`config.mk`:
```
export PLATFORM = sky130hd
export DESIGN_NAME = lm_sm_sequencer
export DESIGN_NICKNAME = d
export VERILOG_FILES = /design/src/rtl/lm_sm_sequencer_pkg.sv /design/src/rtl/lm_sm_sequencer_lowest_set_bit_enc.sv /design/src/rtl/lm_sm_sequencer.sv
export SDC_FILE = /design/constraint.sdc
export NUM_CORES = 1
export LEC_CHECK = 0
export CAP_MARGIN = 5
export CORE_MARGIN = 10
export CORE_UTILIZATION = 45
export DETAILED_ROUTE_END_ITERATION = 8
export HOLD_SLACK_MARGIN = 0.03
export PLACE_DENSITY = 0.88
export SYNTH_ARGS = -nofsm -noshare
export SYNTH_HDL_FRONTEND = slang
export SYNTH_SLANG_ARGS = --single-unit
```
`constraint.sdc`:
```
create_clock -name clk -period 3.5 [get_ports clk]
set_input_delay 0.7 -clock clk [delete_from_list [all_inputs] [get_ports clk]]
set_output_delay 0.7 -clock clk [all_outputs]
set_load 0.02 [all_outputs]
```
`src/rtl/lm_sm_sequencer_pkg.sv`:
```
`default_nettype none
// ============================================================================
//  Module   : lm_sm_sequencer_pkg
//  Purpose  : Shared sizes and FSM state encoding for the LM/SM sequencer.
//  Contents : DATA_W, NUM_REGS, IDX_W defaults; state_t (IDLE/ACCESS/DRAIN).
//  Revision : 1.0 - initial release
// ============================================================================
package lm_sm_sequencer_pkg;

    localparam int DATA_W   = 16;
    localparam int NUM_REGS = 8;
    localparam int IDX_W    = 3;

    typedef enum logic [1:0] {
        ST_IDLE   = 2'd0,
        ST_ACCESS = 2'd1,
        ST_DRAIN  = 2'd2
    } state_t;

endpackage
`default_nettype wire

```
`src/rtl/lm_sm_sequencer_lowest_set_bit_enc.sv`:
```
`default_nettype none
// ============================================================================
//  Module   : lowest_set_bit_enc
//  Purpose  : Combinational priority encoder selecting the lowest set bit of
//             a register mask.
//  Ports    : mask   - input register mask
//             idx    - index of the lowest set bit (0 when mask is empty)
//             valid  - mask has at least one bit set
//             onehot - one-hot vector of the selected bit (bit to clear)
//  Revision : 1.0 - initial release
// ============================================================================
module lowest_set_bit_enc #(
    parameter int NUM_REGS = 8,
    parameter int IDX_W    = 3
) (
    input  logic [NUM_REGS-1:0] mask,
    output logic [IDX_W-1:0]    idx,
    output logic                valid,
    output logic [NUM_REGS-1:0] onehot
);

    // Scanning from the top down lets the lowest set bit win last.
    always_comb begin
        idx    = '0;
        onehot = '0;
        for (int i = NUM_REGS - 1; i >= 0; i--) begin
            if (mask[i]) begin
                idx       = IDX_W'(i);
                onehot    = '0;
                onehot[i] = 1'b1;
            end
        end
    end

    assign valid = |mask;

endmodule
`default_nettype wire

```
`src/rtl/lm_sm_sequencer.sv`:
```
`default_nettype none
// ============================================================================
//  Module   : lm_sm_sequencer
//  Purpose  : Sequences the data memory for multi-register load (LM) and
//             store (SM). Walks the register mask lowest-first, issuing one
//             access per set bit at consecutive addresses, and stalls the
//             upstream pipeline while it owns the memory ports.
//  Ports    : clk, reset (async, active-low)
//             start, is_store, reg_mask, base_addr  - request (sampled on start)
//             mem_rdata                             - data memory read data
//             mem_addr, mem_write_en                - data memory control
//             rf_read_idx                           - store source register
//             rf_write_en/idx/data                  - load writeback
//             busy, stall_req, done                 - status
//  Revision : 1.0 - initial release
// ============================================================================
module lm_sm_sequencer
    import lm_sm_sequencer_pkg::*;
#(
    parameter int DATA_W   = lm_sm_sequencer_pkg::DATA_W,
    parameter int NUM_REGS = lm_sm_sequencer_pkg::NUM_REGS,
    parameter int IDX_W    = lm_sm_sequencer_pkg::IDX_W
) (
    input  logic                clk,
    input  logic                reset,
    input  logic                start,
    input  logic                is_store,
    input  logic [NUM_REGS-1:0] reg_mask,
    input  logic [DATA_W-1:0]   base_addr,
    input  logic [DATA_W-1:0]   mem_rdata,
    output logic [DATA_W-1:0]   mem_addr,
    output logic                mem_write_en,
    output logic [IDX_W-1:0]    rf_read_idx,
    output logic                rf_write_en,
    output logic [IDX_W-1:0]    rf_write_idx,
    output logic [DATA_W-1:0]   rf_write_data,
    output logic                busy,
    output logic                stall_req,
    output logic                done
);

    state_t              r_state;
    logic [NUM_REGS-1:0] r_mask;
    logic [DATA_W-1:0]   r_addr;
    logic                r_is_store;
    logic                r_done;
    logic                r_rf_we;
    logic [IDX_W-1:0]    r_rf_idx;
    logic [DATA_W-1:0]   r_rf_data;

    logic [IDX_W-1:0]    w_idx;
    logic                w_valid;
    logic [NUM_REGS-1:0] w_onehot;
    logic [NUM_REGS-1:0] w_next_mask;
    logic                w_last;
    logic                w_access;

    lowest_set_bit_enc #(
        .NUM_REGS (NUM_REGS),
        .IDX_W    (IDX_W)
    ) u_lsb_enc (
        .mask   (r_mask),
        .idx    (w_idx),
        .valid  (w_valid),
        .onehot (w_onehot)
    );

    assign w_next_mask = r_mask & ~w_onehot;
    assign w_last      = (w_next_mask == '0);
    assign w_access    = (r_state == ST_ACCESS) && w_valid;

    always_ff @(posedge clk or negedge reset) begin
        if (!reset) begin
            r_state    <= ST_IDLE;
            r_mask     <= '0;
            r_addr     <= '0;
            r_is_store <= 1'b0;
            r_done     <= 1'b0;
            r_rf_we    <= 1'b0;
            r_rf_idx   <= '0;
            r_rf_data  <= '0;
        end else begin
            r_done  <= 1'b0;
            r_rf_we <= 1'b0;
            case (r_state)
                ST_IDLE: begin
                    if (start) begin
                        if (reg_mask != '0) begin
                            r_state    <= ST_ACCESS;
                            r_mask     <= reg_mask;
                            r_addr     <= base_addr;
                            r_is_store <= is_store;
                        end else begin
                            // Empty mask: nothing to move, just acknowledge.
                            r_done <= 1'b1;
                        end
                    end
                end
                ST_ACCESS: begin
                    r_mask <= w_next_mask;
                    // Address advances once per access, independent of mask
                    // gaps; natural wrap at 2^DATA_W.
                    r_addr <= r_addr + DATA_W'(1);
                    if (!r_is_store) begin
                        r_rf_we   <= 1'b1;
                        r_rf_idx  <= w_idx;
                        r_rf_data <= mem_rdata;
                    end
                    if (w_last) begin
                        if (r_is_store) begin
                            r_state <= ST_IDLE;
                            r_done  <= 1'b1;
                        end else begin
                            // One extra cycle so the last load writeback is
                            // visible while the pipeline is still stalled.
                            r_state <= ST_DRAIN;
                        end
                    end
                end
                ST_DRAIN: begin
                    r_state <= ST_IDLE;
                    r_done  <= 1'b1;
                end
                default: begin
                    r_state <= ST_IDLE;
                end
            endcase
        end
    end

    assign busy          = (r_state != ST_IDLE);
    // Start is folded in combinationally so the stall covers the request cycle.
    assign stall_req     = busy | start;
    assign done          = r_done;
    assign mem_addr      = w_access ? r_addr : '0;
    assign mem_write_en  = w_access & r_is_store;
    assign rf_read_idx   = (w_access && r_is_store) ? w_idx : '0;
    assign rf_write_en   = r_rf_we;
    assign rf_write_idx  = r_rf_idx;
    assign rf_write_data = r_rf_data;

endmodule
`default_nettype wire
```
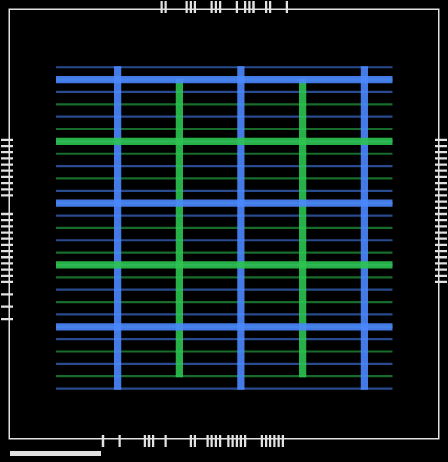
Fig. 1. Supply network.
Bar = 20 um. Pins as bars on the die edge.
blue -> VSS
green -> VDD
rows = 26
signal pins = 87
met5 straps = 5
met1 rails = 27
met4 straps = 5

==> flow_summary.json <==
{
  "internal-power_mw": 2.04,
  "worstPathCellList": "or3_4 > or3_1 > or3_4 > and3_1 > clkdlybuf4s50_1",
  "met2_track_demand_over_resource_in_global_routing_pct": 28.7,
  "timing.final.hold_violations": 0,
  "pg_comb_mw": 2.23,
  "top_area_cell_share_pct": 48.5,
  "routed_wirelength_um": 7700,
  "yosys.area.top_type": "sky130_fd_sc_hd__dfrtp_1",
  "start_kind": "flop",
  "postCtsResizedCells": 1,
  "detailroute.via_count": 2488,
  "worst_path_max_delay_cell": "sky130_fd_sc_hd__clkdlybuf4s50_1",
  "finalClockPeriodUsage_pct": 97.8,
  "place_ws_ps": 231,
  "mux_area_share_pct": 0.455,
  "critPathArrivalTime_ps": 2720,
  "result_of_the_run": "complete, no violations",
  "clock_skew_ps": 2.62,
  "globalplace.congestion": 0.929,
  "classification_of_the_worst_setup_path": "reg2out",
  "layout-drive-gt1-share_pct": 6.42,
  "met3_length_um": 724,
  "critical-path-max-stage-delay_ps": 550,
  "layout.clock_buffers": 6,
  "detail_route.iter0.violations": 204,
  "netSwitchingPower_mw": 1.68
}
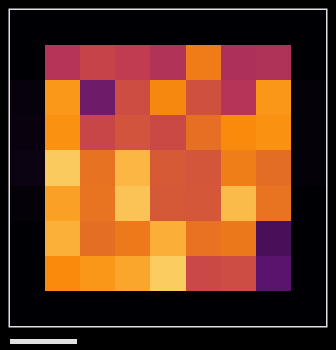
Fig. 2. Cell density map.
Bar = 20 um. 9 x 9 tiles, from black (low) to pale yellow (high), 0 to 100% covered.
mean over tiles = 39%
emptiest ninth of the die = bottom right
nearly empty tiles = 37%
fullest tile = 89%
tiles over 75% full = 17%
densest ninth of the die = middle

[registers in the layout, summed over array words and instances, names as in the netlist]
register	count
r_addr	16
rf_write_data	16
r_mask	8
rf_write_idx	3
r_state	2
done	1
r_is_store	1
rf_write_en	1
[Yosys cell counts, types with 3 or more instances]
library cell               number
sky130_fd_sc_hd__nor2_1        20
sky130_fd_sc_hd__o22ai_1        9
sky130_fd_sc_hd__and3_1        19
sky130_fd_sc_hd__inv_1          6
sky130_fd_sc_hd__nand3_1        6
sky130_fd_sc_hd__clkbuf_1      11
sky130_fd_sc_hd__a21oi_1       20
sky130_fd_sc_hd__nor3_1        15
sky130_fd_sc_hd__nand2_1       62
sky130_fd_sc_hd__or3_1          3
sky130_fd_sc_hd__o21ai_0       11
sky130_fd_sc_hd__o22a_1         3
sky130_fd_sc_hd__nand4_1        3
sky130_fd_sc_hd__dfrtp_1       48
sky130_fd_sc_hd__a31oi_1        3
sky130_fd_sc_hd__and4_1         3
sky130_fd_sc_hd__a22o_1         6
sky130_fd_sc_hd__buf_6          3
[worst min-delay path, cell delays in order, from the launching register on]
cell and delay [ps]:
sky130_fd_sc_hd__dfrtp_1 350, sky130_fd_sc_hd__nand2_1 50, sky130_fd_sc_hd__nand2_1 50
[per-stage QoR]
step | hold slack [ps] | util (%) | cell area [um2] | cells | power [mW]
final | 478 | 68.0 | 3560 | 444 | 3.72
after global routing | 510 | 68.0 | 3560 | 444 | 4.00
after floorplan | 404 | - | 2480 | 286 | 2.38
after CTS | 484 | 67.5 | 3540 | 444 | 3.76
after global placement | 459 | 65.1 | 3410 | 436 | 3.28
after detailed placement | 462 | 65.1 | 3410 | 436 | 3.32
[logic make-up after synthesis]
logic type	count (synthesis)
compound gates	70
xor+xnor	1
buf+inv	22
mux	1
simple gates	142
flops	48
fa+ha+maj	2
Power figures rest on the tool's default switching activity, not on a simulated workload.
